Fig. 1: run 1, layout detail
Region (39, 6) to (59, 26) um. Cells in grey, sequential cells in the stronger grey; small squares are vias.
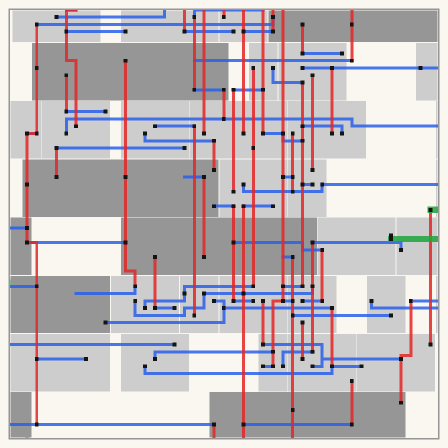
Fig. 2: run 1, clock distribution
Drawn at 4 px/um.
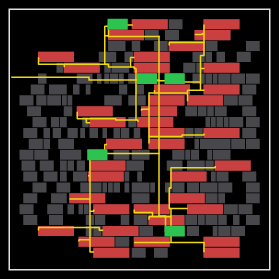
Fig. 3: run 1, wiring by layer
Drawn at 6 px/um.
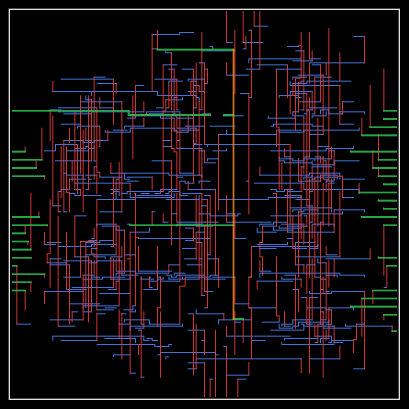
### config.mk
export PLATFORM = sky130hd
export DESIGN_NAME = parking_gate_arbiter
export DESIGN_NICKNAME = d
export VERILOG_FILES = /design/src/rtl/parking_gate_arbiter.sv
export SDC_FILE = /design/constraint.sdc
export NUM_CORES = 1
export LEC_CHECK = 0
export CAP_MARGIN = 30
export CORE_MARGIN = 2
export CORE_UTILIZATION = 50
export DETAILED_ROUTE_END_ITERATION = 16
export MAX_ROUTING_LAYER = met4
export PLACE_DENSITY = 0.81
export SLEW_MARGIN = 5
export SYNTH_ARGS = -nofsm -noshare
export SYNTH_HDL_FRONTEND = slang
export SYNTH_SLANG_ARGS = --single-unit
### constraint.sdc
create_clock -name clk -period 3.55 [get_ports clk]
set_clock_uncertainty 0.05 [all_clocks]
set_input_delay 0.71 -clock clk [delete_from_list [all_inputs] [get_ports clk]]
set_output_delay 0.71 -clock clk [all_outputs]
set_load 0.03 [all_outputs]
### src/rtl/parking_gate_arbiter.sv
// -----------------------------------------------------------------------------
// parking_gate_arbiter
//
// Shares a single-event-per-cycle parking occupancy core between NUM_GATES
// physical gates. Requests are picked round-robin, one at a time. Exits are
// always issued. An entry is issued only if the matching space flag
// (university or public) was set when the request was picked. Otherwise the
// gate is denied. After each grant or deny the arbiter waits SETTLE_CYCLES
// cycles so the core's counters and flags can update.
//
// Timing: the winner is latched at edge k (IDLE -> RESPOND). The registered
// grant/deny and command pulses appear after edge k+1. busy stays high for
// that cycle and for the SETTLE_CYCLES cycles after it.
//
// Optional feature macro: PARKING_EXIT_PRIORITY_EN
//   defined   - when any requesting gate is an exit, round-robin runs over
//               exits only. Entries are served only when no exit is pending.
//   undefined - plain round-robin over all requests.
//
// Ports:
//   clk, rst_n                 clock, asynchronous active-low reset
//   gate_req[NUM_GATES]        per-gate request level, held until grant/deny
//   gate_is_exit[NUM_GATES]    1 = exit request, 0 = entry
//   gate_is_uni[NUM_GATES]     1 = university car, 0 = public
//   uni_is_vacated_space       core flag: university space available
//   is_vacated_space           core flag: public space available
//   gate_grant[NUM_GATES]      one-hot pulse: request accepted and issued
//   gate_deny[NUM_GATES]       one-hot pulse: entry refused, section full
//   car_entered, is_uni_car_entered   entry command pulse + qualifier
//   car_exited,  is_uni_car_exited    exit command pulse + qualifier
//   busy                       high while a decision is presented or settling
//   grant_count[CNT_W]         saturating count of issued commands
// -----------------------------------------------------------------------------
module parking_gate_arbiter #(
  parameter int NUM_GATES     = 4,
  parameter int SETTLE_CYCLES = 2,
  parameter int CNT_W         = 16
) (
  input  logic                 clk,
  input  logic                 rst_n,
  input  logic [NUM_GATES-1:0] gate_req,
  input  logic [NUM_GATES-1:0] gate_is_exit,
  input  logic [NUM_GATES-1:0] gate_is_uni,
  input  logic                 uni_is_vacated_space,
  input  logic                 is_vacated_space,
  output logic [NUM_GATES-1:0] gate_grant,
  output logic [NUM_GATES-1:0] gate_deny,
  output logic                 car_entered,
  output logic                 is_uni_car_entered,
  output logic                 car_exited,
  output logic                 is_uni_car_exited,
  output logic                 busy,
  output logic [CNT_W-1:0]     grant_count
);

  localparam int IDX_W = (NUM_GATES > 1) ? $clog2(NUM_GATES) : 1;
  localparam int SET_W = (SETTLE_CYCLES > 1) ? $clog2(SETTLE_CYCLES) : 1;
  localparam logic [IDX_W-1:0] LAST_GATE   = IDX_W'(NUM_GATES - 1);
  localparam logic [SET_W-1:0] SETTLE_LAST = SET_W'(SETTLE_CYCLES - 1);

  typedef enum logic [1:0] {
    S_IDLE    = 2'd0,
    S_RESPOND = 2'd1,
    S_SETTLE  = 2'd2
  } state_t;

  state_t               state_q, state_d;
  logic [IDX_W-1:0]     rr_ptr_q, rr_ptr_d;
  logic [IDX_W-1:0]     win_q, win_d;
  logic                 win_exit_q, win_exit_d;
  logic                 win_uni_q, win_uni_d;
  logic                 win_space_q, win_space_d;
  logic [SET_W-1:0]     settle_q, settle_d;
  logic [CNT_W-1:0]     count_d;
  logic [NUM_GATES-1:0] grant_d, deny_d;
  logic                 car_entered_d, uni_entered_d;
  logic                 car_exited_d, uni_exited_d;
  logic                 busy_d;

  // ---------------------------------------------------------------------------
  // Candidate requests. Masking with gate_req keeps the direction bits of idle
  // gates out of the decision.
  // ---------------------------------------------------------------------------
  logic [NUM_GATES-1:0] req_eff;
`ifdef PARKING_EXIT_PRIORITY_EN
  logic [NUM_GATES-1:0] exit_req;
  assign exit_req = gate_req & gate_is_exit;
  assign req_eff  = (|exit_req) ? exit_req : gate_req;
`else
  assign req_eff  = gate_req;
`endif

  // ---------------------------------------------------------------------------
  // Round-robin winner: the first candidate at or above rr_ptr, with wrap.
  // ---------------------------------------------------------------------------
  logic             found;
  logic [IDX_W-1:0] win_idx;

  always_comb begin : win_search
    int scan;
    // NOTE: every variable written in a combinational block gets a default
    // first. Otherwise a path that skips the assignment infers a latch.
    found   = 1'b0;
    win_idx = '0;
    scan    = 0;
    for (int i = 0; i < NUM_GATES; i++) begin
      scan = int'(rr_ptr_q) + i;
      if (scan >= NUM_GATES) scan = scan - NUM_GATES;
      if (!found && req_eff[IDX_W'(scan)]) begin
        found   = 1'b1;
        win_idx = IDX_W'(scan);
      end
    end
  end

  // ---------------------------------------------------------------------------
  // Next-state and next-output logic. Outputs are computed here and registered
  // below, so every port comes straight from a flop.
  // ---------------------------------------------------------------------------
  always_comb begin
    state_d       = state_q;
    rr_ptr_d      = rr_ptr_q;
    win_d         = win_q;
    win_exit_d    = win_exit_q;
    win_uni_d     = win_uni_q;
    win_space_d   = win_space_q;
    settle_d      = settle_q;
    count_d       = grant_count;
    grant_d       = '0;
    deny_d        = '0;
    car_entered_d = 1'b0;
    uni_entered_d = 1'b0;
    car_exited_d  = 1'b0;
    uni_exited_d  = 1'b0;
    busy_d        = (state_q != S_IDLE);

    case (state_q)
      S_IDLE: begin
        if (found) begin
          win_d      = win_idx;
          win_exit_d = gate_is_exit[win_idx];
          win_uni_d  = gate_is_uni[win_idx];
          // The space flag is frozen here, so the decision made in RESPOND
          // uses the core state from the cycle the request was picked.
          win_space_d = gate_is_uni[win_idx] ? uni_is_vacated_space
                                             : is_vacated_space;
          state_d    = S_RESPOND;
        end
      end

      S_RESPOND: begin
        if (win_exit_q) begin
          // Exits are always issued. The core ignores an exit at count 0.
          car_exited_d    = 1'b1;
          uni_exited_d    = win_uni_q;
          grant_d[win_q]  = 1'b1;
        end else if (win_space_q) begin
          car_entered_d   = 1'b1;
          uni_entered_d   = win_uni_q;
          grant_d[win_q]  = 1'b1;
        end else begin
          deny_d[win_q]   = 1'b1;
        end

        if ((win_exit_q || win_space_q) && (grant_count != '1))
          count_d = grant_count + CNT_W'(1);

        rr_ptr_d = (win_q == LAST_GATE) ? '0 : win_q + IDX_W'(1);
        settle_d = '0;
        state_d  = S_SETTLE;
      end

      S_SETTLE: begin
        if (settle_q == SETTLE_LAST) state_d  = S_IDLE;
        else                         settle_d = settle_q + SET_W'(1);
      end

      default: state_d = S_IDLE;
    endcase
  end

  // ---------------------------------------------------------------------------
  // State and output registers.
  // ---------------------------------------------------------------------------
  // NOTE: sequential state uses non-blocking assignments, so every flop
  // samples the pre-edge values regardless of statement order.
  always_ff @(posedge clk or negedge rst_n) begin
    if (!rst_n) begin
      // NOTE: the asynchronous reset clears the pulse registers as well as the
      // FSM, so an in-flight grant or command disappears at once.
      state_q            <= S_IDLE;
      rr_ptr_q           <= '0;
      win_q              <= '0;
      win_exit_q         <= 1'b0;
      win_uni_q          <= 1'b0;
      win_space_q        <= 1'b0;
      settle_q           <= '0;
      grant_count        <= '0;
      gate_grant         <= '0;
      gate_deny          <= '0;
      car_entered        <= 1'b0;
      is_uni_car_entered <= 1'b0;
      car_exited         <= 1'b0;
      is_uni_car_exited  <= 1'b0;
      busy               <= 1'b0;
    end else begin
      state_q            <= state_d;
      rr_ptr_q           <= rr_ptr_d;
      win_q              <= win_d;
      win_exit_q         <= win_exit_d;
      win_uni_q          <= win_uni_d;
      win_space_q        <= win_space_d;
      settle_q           <= settle_d;
      grant_count        <= count_d;
      gate_grant         <= grant_d;
      gate_deny          <= deny_d;
      car_entered        <= car_entered_d;
      is_uni_car_entered <= uni_entered_d;
      car_exited         <= car_exited_d;
      is_uni_car_exited  <= uni_exited_d;
      busy               <= busy_d;
    end
  end

endmodule

==> results.py, run 1 <==
# Synthesis and PnR figures
metrics = {
    "worst_hold_path": {
        "holdCritPathClass": "reg -> reg",
        "timing.hold.worst.start": "grant_count[13]$_DFFE_PN0P_",
    },
    "layout": {
        "antennaDiodeCount": 0,
        "area_growth_syn_to_layout_pct": 30.78,
        "final_cell_area_um2": 2414,
    },
    "setup_path": {
        "startpoint_of_the_most_critical_register_to_register_path": "state_q[1]$_DFFE_PN0P_",
        "cp_top_family": "simple AND/OR/NAND/NOR gates",
        "startpoint_type": "input pin",
        "timing.critical_path.cells": "clkdlybuf4s50_1 > nor4_1 > nand2b_1 > nor3_1 > mux2_4 > a221oi_2",
        "arrival_ns": 2.58,
        "worst-setup-path-type": "in -> reg",
        "buf_inv_stages_crit_path": 1,
        "worstSetupStartpoint": "gate_req[0]",
        "required_ns": 3.70,
        "timing.critical_path.to_type": "flop",
        "timing.critical_path.fanout_max": 12,
    },
    "yosys": {
        "yosys_most_used_dff": "dfrtp_1",
        "logic_family": "simple AND/OR/NAND/NOR gates",
        "async_set_or_reset_flop_fraction_in_the_synthesized_netlist_pct": 100.0,
        "ys_sh_simple_pct": 19.39,
        "synthCells": 159,
        "synth.top_cells.by_count": "dfrtp_1, nand2_1, xnor2_1",
        "postSynthSeqShare_pct": 52.88,
        "synth_largest_type_area_fraction_pct": 52.88,
        "mux_share_pct": 6.576,
        "synth.yosys.chip_area_um2": 1846,
        "postSynthRegisterBits": 39,
        "most_frequently_used_cell_type_in_the_post_synthesis_netlist": "dfrtp_1",
        "synthesis.area_per_instance_um2": 11.61,
        "ys_types": 37,
        "yosys_cells": 159,
        "synthesis.yosys.warnings": 0,
        "synth.cellmix.adderShare_pct": 6.102,
        "post-synth-top-area-cell": "dfrtp_1",
        "netlist_top_cells_area": "dfrtp_1, ha_1, xnor2_1, mux2i_1, nand2_1",
        "aoi_share_pct": 5.898,
    },
    "timing": {
        "final_min_period_over_clock_period_pct": 68.60,
        "setup_viol": 0,
        "hold_violations": 0,
        "rsz0062_at_grt": "false",
        "worst_pin_slew_ns": 0.8178,
        "fmax_mhz": 410.6,
        "worst_slack_ns": 1.115,
        "fin_tns_setup_ns": 0,
        "timing.final.crit_period_ns": 2.435,
    },
    "placement": {
        "post_dp_cell_area_um2": 2330,
        "numPortBuffers": 44,
        "dp_worst_setup_slack_ns": 0.8629,
    },
    "pwr": {
        "power.static_leakage_nw": 1.098,
        "netSwitchingPower_mw": 0.6524,
        "power_switching_share_pct": 39.19,
        "power.density_nw_per_um2": 689.7,
        "power.sequential.fraction_pct": 40.1,
    },
    "route": {
        "post_detailed_route_via_to_cell_ratio": 5.093,
        "detail_route.first_pass.iterations": 3,
        "drt_iter0_drc": 72,
        "detail_route_antenna_nets": 0,
        "drc": 0,
    },
    "global_route": {
        "first_pass_grt_wire_length_mm": 5.830,
        "antenna_violations_before_repair": 0,
        "grt_start_max_net_pins": 40,
    },
    "status": {
        "run_status": "finished clean",
    },
    "clock_network": {
        "ctsHtreeMaxLevel": 2,
        "post_cts_buffers": 0,
        "max-clock-path-buffers": 2,
        "cts-buffers-inserted": 5,
        "cts.repair.resized": 0,
        "postCtsHoldBufs": 0,
        "tritoncts": "yes",
    },
    "die": {
        "placeableCoreArea_um2": 3606,
        "die-width_um": 64.76,
        "rows": 22,
        "floorplan.die.height_um": 64.76,
    },
    "run": {
        "openroad.warnings": 32,
        "count_of_max_cap_constraint_violations": 0,
    },
}
## Picture notes: Fig. 1
- met2: red
- met3: green
- met1: blue
- netlist names of flops here include: grant_count (6)
- most frequent: dfrtp_1 (6), xnor2_1 (5), clkdlybuf4s50_1 (3)
- sequential cells in the window: 6
- cells with their middle in the window: 30

## Picture notes: Fig. 2
- cells driving clock nets: green (count 5)
- clock wires: yellow (length 416 um)
- flip-flops: red (count 39)
- routed clock nets: 6
Power Clock: 0.282 mW
clock power share: 16.9%

## Picture notes: Fig. 3
- met1: blue (wire length 1,380 um)
- met3: green (wire length 191 um)
- met4: orange (wire length 44.9 um)
- met2: red (wire length 1,680 um)
vias post-DR: 1,309
total global-route track usage: 18.75%
per-cell routed wire length: 12.79 um
routed wire length: 3.287 mm

run 1: flip-flops by register name (all words and copies together) (netlist names):
signal / cells
rr_ptr_q: 2
win_exit_q: 1
win_uni_q: 1
is_uni_car_entered: 1
busy: 1
win_space_q: 1
gate_grant: 4
win_q: 2
grant_count: 16
state_q: 2
car_entered: 1
is_uni_car_exited: 1
settle_q: 1
gate_deny: 4
car_exited: 1
run 1: power by group through the flow:
stage,registers (mW),clock network [mW],logic [mW]
final,0.668,0.282,0.715
after global routing,0.688,0.314,0.791
after CTS,0.668,0.293,0.722
after detailed placement,0.677,0,0.719
after global placement,0.670,0,0.695
after floorplan,0.786,0,0.361
run 1: area by class of cell:
class | count | area [um^2] | area share, %
tap | 48 | 60.06 | 2.488
timing repair buffer | 44 | 435.4 | 18.04
inverter | 7 | 26.28 | 1.089
sequential | 39 | 975.9 | 40.44
clock inverter | 3 | 15.01 | 0.6221
clock buffer | 5 | 68.82 | 2.851
multi-input combinational | 111 | 832.0 | 34.47
run 1: worst paths after layout:
kind	to	slack, ns	cells past startpoint
worst max-delay path	win_space_q$_DFFE_PN0P_	1.11	6
worst min-delay path	grant_count[13]$_DFFE_PN0P_	0.45	1
worst max register to register	grant_count[7]$_DFFE_PN0P_	1.31	7
worst min register to register	grant_count[13]$_DFFE_PN0P_	0.45	1
max in group asynchronous	settle_q$_DFFE_PN0P_	2.47	1
min in group asynchronous	grant_count[14]$_DFFE_PN0P_	0.47	1
run 1: per-stage QoR:
step	utilization (%)	hold WS, ns	std cells
5_1_grt	66.93	0.4785	257
3_3_place_gp	64.61	0.4291	249
2_1_floorplan	-	0.3644	159
3_5_place_dp	64.61	0.4344	249
6_report	66.93	0.4465	257
4_1_cts	66.93	0.4479	257
run 1: placed cells by master, fill, tap and decap left out, types with 4 or more instances in the layout:
master           synthesis  layout
a21oi_1                  5       5
and2_1                   6       6
and3_1                   7       7
clkbuf_8                 0       5
clkdlybuf4s50_1          0      43
dfrtp_1                 39      39
ha_1                     9       9
inv_1                    7       7
mux2i_1                  5       5
nand2_1                 12      12
nand3_1                  7       7
nand4_1                  4       4
nor2_1                   6       6
nor2b_1                  4       4
o21ai_0                  4       4
xnor2_1                 11      11
xor2_1                   4       4
run 1: logic make-up after synthesis:
| group | count (synthesis) |
|---|---|
| muxes | 11 |
| buffers and inverters | 9 |
| AOI/OAI and AO/OA | 16 |
| and+or+nand+nor | 60 |
| xor gates and xnor gates | 15 |
| DFF | 39 |
| adders and majority gates | 9 |
run 1: per-layer routing:
metal  share of wire, %  global-route usage (%)  vias up
met2                 51                   33.25       40
met1                 42                   20.80      620
met3                5.8                   4.688        4
met5                  0                       -        -
li1                   -                       -      645
met4                1.3                   5.585        0
Fig. 4: run 1, routing congestion map
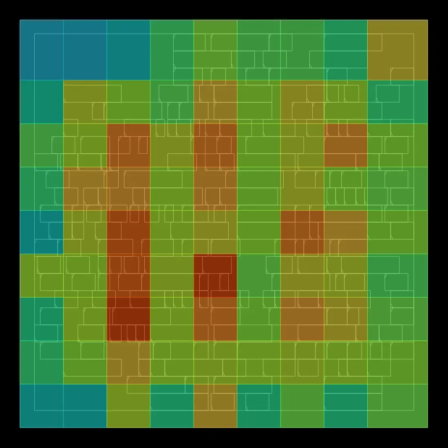

==> run 1 -> run 2 <==
--- a/config.mk
+++ b/config.mk
@@ -7,10 +7,10 @@
 export LEC_CHECK = 0
 export CAP_MARGIN = 30
 export CORE_MARGIN = 2
-export CORE_UTILIZATION = 50
+export CORE_UTILIZATION = 49
 export DETAILED_ROUTE_END_ITERATION = 16
 export MAX_ROUTING_LAYER = met4
-export PLACE_DENSITY = 0.81
+export PLACE_DENSITY = 0.79
 export SLEW_MARGIN = 5
 export SYNTH_ARGS = -nofsm -noshare
 export SYNTH_HDL_FRONTEND = slang
==> constraint.sdc (replaced) <==
create_clock -name clk -period 2.36 [get_ports clk]
set_clock_uncertainty 0.05 [all_clocks]
set_input_delay 0.472 -clock clk [delete_from_list [all_inputs] [get_ports clk]]
set_output_delay 0.472 -clock clk [all_outputs]
set_load 0.03 [all_outputs]
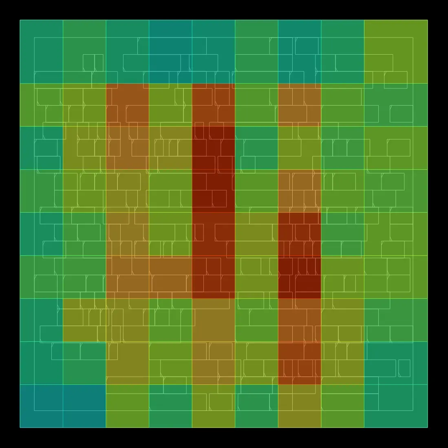
Fig. 5. Routing congestion map (run 2).
per-cell routed wire length: 13.49 um
GRT met3 Usage: 4.281%
total global-route track usage: 19.48%
GRT met1 Usage: 19.53%
global-route layer with the greatest usage: met2

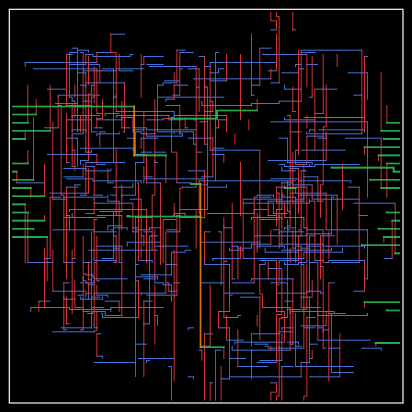
Fig. 6. Wiring by layer (run 2).
Drawn at 6 px/um.
- met1: blue (wire length 1,410 um)
- met3: green (wire length 176 um)
- met2: red (wire length 1,900 um)
- met4: orange (wire length 35.4 um)
routed wire length: 3.520 mm
vias post-DR: 1,333

==> results.py, run 2 <==
# Synthesis and PnR figures
metrics = {
    "yosys": {
        "postSynthSeqShare_pct": 52.88,
        "post-synth-top-area-cell": "dfrtp_1",
        "synthCells": 159,
        "yosys_most_used_dff": "dfrtp_1",
        "synth.yosys.chip_area_um2": 1846,
        "synthesis.yosys.warnings": 0,
        "most_frequently_used_cell_type_in_the_post_synthesis_netlist": "dfrtp_1",
        "synthesis.area_per_instance_um2": 11.61,
        "synth.top_cells.by_count": "dfrtp_1, nand2_1, xnor2_1",
        "postSynthRegisterBits": 39,
        "synth_largest_type_area_fraction_pct": 52.88,
        "netlist_top_cells_area": "dfrtp_1, ha_1, xnor2_1, mux2i_1, nand2_1",
        "async_set_or_reset_flop_fraction_in_the_synthesized_netlist_pct": 100.0,
        "yosys_cells": 159,
    },
    "worst_hold_path": {
        "holdCritPathClass": "in -> async",
    },
    "pwr": {
        "netSwitchingPower_mw": 0.9903,
        "power_frac_clock_pct": 21.0,
        "power.density_nw_per_um2": 1082,
        "power.static_leakage_nw": 1.132,
        "power_switching_share_pct": 36.94,
        "power.sequential.fraction_pct": 37.7,
    },
    "timing": {
        "timing.final.crit_period_ns": 2.111,
        "worst_pin_slew_ns": 0.8244,
        "fin_tns_setup_ns": 0,
        "finalHoldWorstSlack_ns": 0.2313,
        "setup_viol": 0,
        "hold_violations": 0,
        "fmax_mhz": 473.8,
        "rsz0062_at_grt": "false",
    },
    "die": {
        "rows": 22,
        "die-width_um": 65.37,
        "floorplan.die.height_um": 65.37,
        "dieArea_um2": 4273,
        "placeableCoreArea_um2": 3633,
    },
    "route": {
        "wl_met2_mm": 1.897,
        "drc": 0,
        "detail_route.wirelength.met1_mm": 1.411,
        "highest-signal-layer": "met4",
        "detail_route.first_pass.iterations": 4,
        "drt_iter0_drc": 82,
        "detail_route_antenna_nets": 0,
    },
    "setup_path": {
        "arrival_ns": 2.26,
        "buf_inv_stages_crit_path": 1,
        "startpoint_type": "input pin",
        "timing.critical_path.cells": "clkdlybuf4s50_1 > mux2i_1 > o22ai_2 > nor2_4 > mux2i_1 > mux2_4 > a221oi_2",
        "timing.critical_path.to_type": "flop",
        "worst-setup-path-type": "in -> reg",
        "required_ns": 2.50,
    },
    "layout": {
        "largest_register_ffs": 16,
        "finalNetCount": 237,
        "max_flop_register": "grant_count",
        "layout.cells.most_common_list": "clkdlybuf4s50_1, dfrtp_1, nand2_1",
        "antennaDiodeCount": 0,
        "lay_top_count": "clkdlybuf4s50_1",
        "final_cell_area_um2": 2477,
        "area_growth_syn_to_layout_pct": 34.24,
        "layout_top_registers": "grant_count: 16 flops, gate_deny: 4 flops, gate_grant: 4 flops",
    },
    "clock_network": {
        "max-clock-path-buffers": 2,
        "cts.repair.resized": 0,
        "cts-buffers-inserted": 5,
        "postCtsHoldBufs": 0,
        "tritoncts": "yes",
        "post_cts_buffers": 0,
        "ctsHtreeMaxLevel": 2,
    },
    "global_route": {
        "antenna_violations_before_repair": 0,
        "first_pass_grt_wire_length_mm": 6.120,
        "grt_start_max_net_pins": 40,
        "first_global_vias": 1429,
    },
    "placement": {
        "post_dp_cell_area_um2": 2360,
        "numPortBuffers": 44,
    },
    "run": {
        "openroad.warnings": 32,
    },
    "status": {
        "run_status": "finished clean",
    },
}
[run 2: cell counts after synthesis]
No cell type changed its count.
[run 2: layout make-up]
type / instances / area [um^2]
inverter: 7 / 26.28
clock inverter: 2 / 35.03
sequential: 39 / 975.9
tap: 48 / 60.06
timing repair buffer: 48 / 465.4
fill: 296 / 1156
clock buffer: 6 / 82.58
multi-input combinational: 111 / 832.0
[run 2: worst paths after layout]
path                       slack (ns)                        start                     endpoint  cells past startpoint
max in group asynchronous        1.51                        rst_n      gate_grant[3]$_DFF_PN0_                      1
min                              0.23                        rst_n  grant_count[14]$_DFFE_PN0P_                      1
min reg2reg                      0.45  grant_count[13]$_DFFE_PN0P_  grant_count[13]$_DFFE_PN0P_                      1
max                              0.25                  gate_req[0]      win_space_q$_DFFE_PN0P_                      7
min in group clk                 0.45  grant_count[13]$_DFFE_PN0P_  grant_count[13]$_DFFE_PN0P_                      1
max reg2reg                      0.28       state_q[1]$_DFFE_PN0P_  grant_count[12]$_DFFE_PN0P_                      7
[run 2: stage by stage]
step                cells  utilization [%]  setup slack (ns)
global placement      253            64.94           0.04137
finish                261            68.18            0.2493
detailed placement    253            64.94          -0.06361
global route          261            68.18           0.03983
floorplan             159                -            0.4945
CTS                   261            68.18            0.2395
[run 2: cells by family after synthesis]
family	Yosys count	synth area share [%]
simple gates	60	19.39
compound gates	16	5.898
flops	39	52.88
mux	11	6.576
fa+ha+maj	9	6.102
xor+xnor	15	7.118
buf+inv	9	2.034
[run 2: worst register-to-register path, delay by kind of cell, from the launching register on]
kind | cells | cell delay (ns)
simple gates | 4 | 1.06
fa+ha+maj | 1 | 0.18
flops | 1 | 0.40
buf+inv | 1 | 0.12
xor+xnor | 1 | 0.15
[run 2: per-layer routing]
| metal | vias to the layer above | global-route usage [%] |
|---|---|---|
| met5 | - | - |
| met4 | 0 | 6.510 |
| met3 | 5 | 4.281 |
| met2 | 40 | 37.12 |
| met1 | 636 | 19.53 |
| li1 | 652 | - |
[run 2: power groups by stage]
| stage | combinational (mW) | sequential [mW] | clock [mW] |
|---|---|---|---|
| after floorplan | 0.543 | 1.18 | 0 |
| after global placement | 1.07 | 1.01 | 0 |
| after detailed placement | 1.12 | 1.02 | 0 |
| after CTS | 1.12 | 1.01 | 0.581 |
| after global routing | 1.23 | 1.04 | 0.610 |
| final | 1.11 | 1.01 | 0.563 |
==> run 2 -> run 3 <==
==> constraint.sdc (replaced) <==
create_clock -name clk -period 2.4 [get_ports clk]
set_clock_uncertainty 0.05 [all_clocks]
set_input_delay 0.48 -clock clk [delete_from_list [all_inputs] [get_ports clk]]
set_output_delay 0.48 -clock clk [all_outputs]
set_load 0.03 [all_outputs]
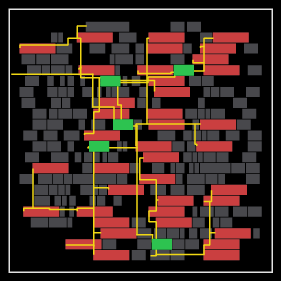
Fig. 7. Clock distribution (run 3).
Drawn at 4 px/um.
- clock wires: yellow (length 421 um)
- cells driving clock nets: green (count 5)
- flip-flops: red (count 39)
- routed clock nets: 6
Power Clock: 0.553 mW
clock power share: 21.0%
clock latency at the later pin of the worst-skew pair: 0.29 ns

==> results.py, run 3 <==
# Synthesis and PnR figures
metrics = {
    "status": {
        "run_status": "finished clean",
    },
    "yosys": {
        "async_set_or_reset_flop_fraction_in_the_synthesized_netlist_pct": 100.0,
        "netlist_top_cells_area": "dfrtp_1, ha_1, xnor2_1, mux2i_1, nand2_1",
        "synthCells": 159,
        "ys_types": 37,
        "aoi_share_pct": 5.898,
        "logic_family": "simple AND/OR/NAND/NOR gates",
        "synth.yosys.chip_area_um2": 1846,
        "post-synth-top-area-cell": "dfrtp_1",
        "yosys_most_used_dff": "dfrtp_1",
    },
    "clock_network": {
        "post_cts_buffers": 0,
        "tritoncts": "yes",
        "cts.repair.resized": 0,
        "postCtsHoldBufs": 0,
    },
    "setup_path": {
        "startpoint_type": "input pin",
        "worstSetupStartpoint": "gate_req[0]",
        "timing.critical_path.cells": "clkdlybuf4s50_1 > mux2i_1 > o22ai_2 > nor2_4 > mux2i_1 > mux2_4 > a221oi_2",
        "worst-setup-path-type": "in -> reg",
        "startpoint_of_the_most_critical_register_to_register_path": "state_q[1]$_DFFE_PN0P_",
        "required_ns": 2.54,
    },
    "timing": {
        "timing.final.crit_period_ns": 2.119,
        "worst_pin_slew_ns": 0.8244,
        "hold_violations": 0,
        "final_min_period_over_clock_period_pct": 88.28,
    },
    "layout": {
        "final_cell_area_um2": 2477,
        "antennaDiodeCount": 0,
        "area_growth_syn_to_layout_pct": 34.24,
        "largest_register_ffs": 16,
    },
    "placement": {
        "numPortBuffers": 44,
    },
    "worst_hold_path": {
        "holdCritPathClass": "in -> async",
    },
    "route": {
        "detailroute.via_count": 1333,
        "detail_route_antenna_nets": 0,
    },
    "die": {
        "rows": 22,
    },
    "global_route": {
        "grtUsageTotal_pct": 19.48,
    },
    "pwr": {
        "power.density_nw_per_um2": 1064,
    },
}
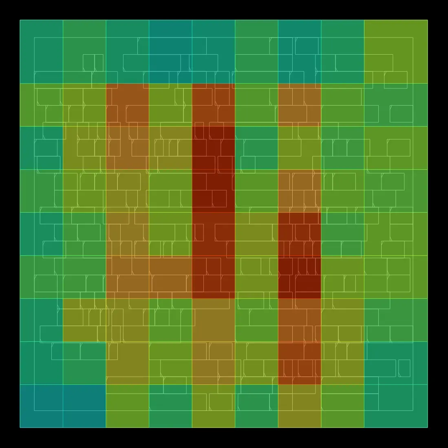
Fig. 8. Routing congestion map (run 3).
final core utilization: 68.18%
met2 layer usage reported by global route: 37.12%

-- run 3: path summary, 6_finish.rpt --
path / endpoint / cells past startpoint
min in group clk: grant_count[13]$_DFFE_PN0P_ / 1
max in group asynchronous: gate_grant[3]$_DFF_PN0_ / 1
worst max register to register: grant_count[12]$_DFFE_PN0P_ / 7
worst min-delay path: grant_count[14]$_DFFE_PN0P_ / 1
worst min register to register: grant_count[13]$_DFFE_PN0P_ / 1
worst max-delay path: win_space_q$_DFFE_PN0P_ / 7
-- run 3: cell type report --
cell class | instances | area [um^2] | share of cell area [%]
clock inverters | 2 | 35.03 | 1.414
well taps | 48 | 60.06 | 2.424
multi-input cells | 111 | 832.0 | 33.59
flip-flops and latches | 39 | 975.9 | 39.39
clock buffers | 6 | 82.58 | 3.333
inverters | 7 | 26.28 | 1.061
repair buffers | 48 | 465.4 | 18.79
-- run 3: metal layers --
metal	GRT usage [%]	up-vias	share of wire (%)	wire [um]
met5	-	-	0	0
met4	6.510	0	0.99	35
met3	4.281	5	5.0	175
met2	37.12	40	54	1897
met1	19.53	636	40	1411
li1	-	652	-	-
-- run 3: stage by stage --
step / setup TNS [ns] / instances
after floorplan: 0 / 159
after global placement: 0 / 253
after detailed placement: -0.03161 / 253
after CTS: 0 / 261
after global routing: 0 / 261
final: 0 / 261
-- run 3: power breakdown --
group	total, mW	switching, mW	internal [mW]
combinational	1.09	0.599	0.490
clock	0.553	0.217	0.336
sequential	0.995	0.158	0.837
total	2.64	0.974	1.66
-- run 3: logic make-up after synthesis --
family | count (synthesis)
compound gates | 16
xor+xnor | 15
fa+ha+maj | 9
buf+inv | 9
flops | 39
mux | 11
simple gates | 60
-- run 3: worst register-to-register path, cell delays in order, from the launching register on --
cell     delay (ns)
dfrtp_1        0.40
inv_1          0.12
ha_1           0.18
nor2b_1        0.39
nand4_1        0.21
nor3b_2        0.30
nand3_1        0.16
xnor2_1        0.15
Power figures rest on the tool's default switching activity, not on a simulated workload.
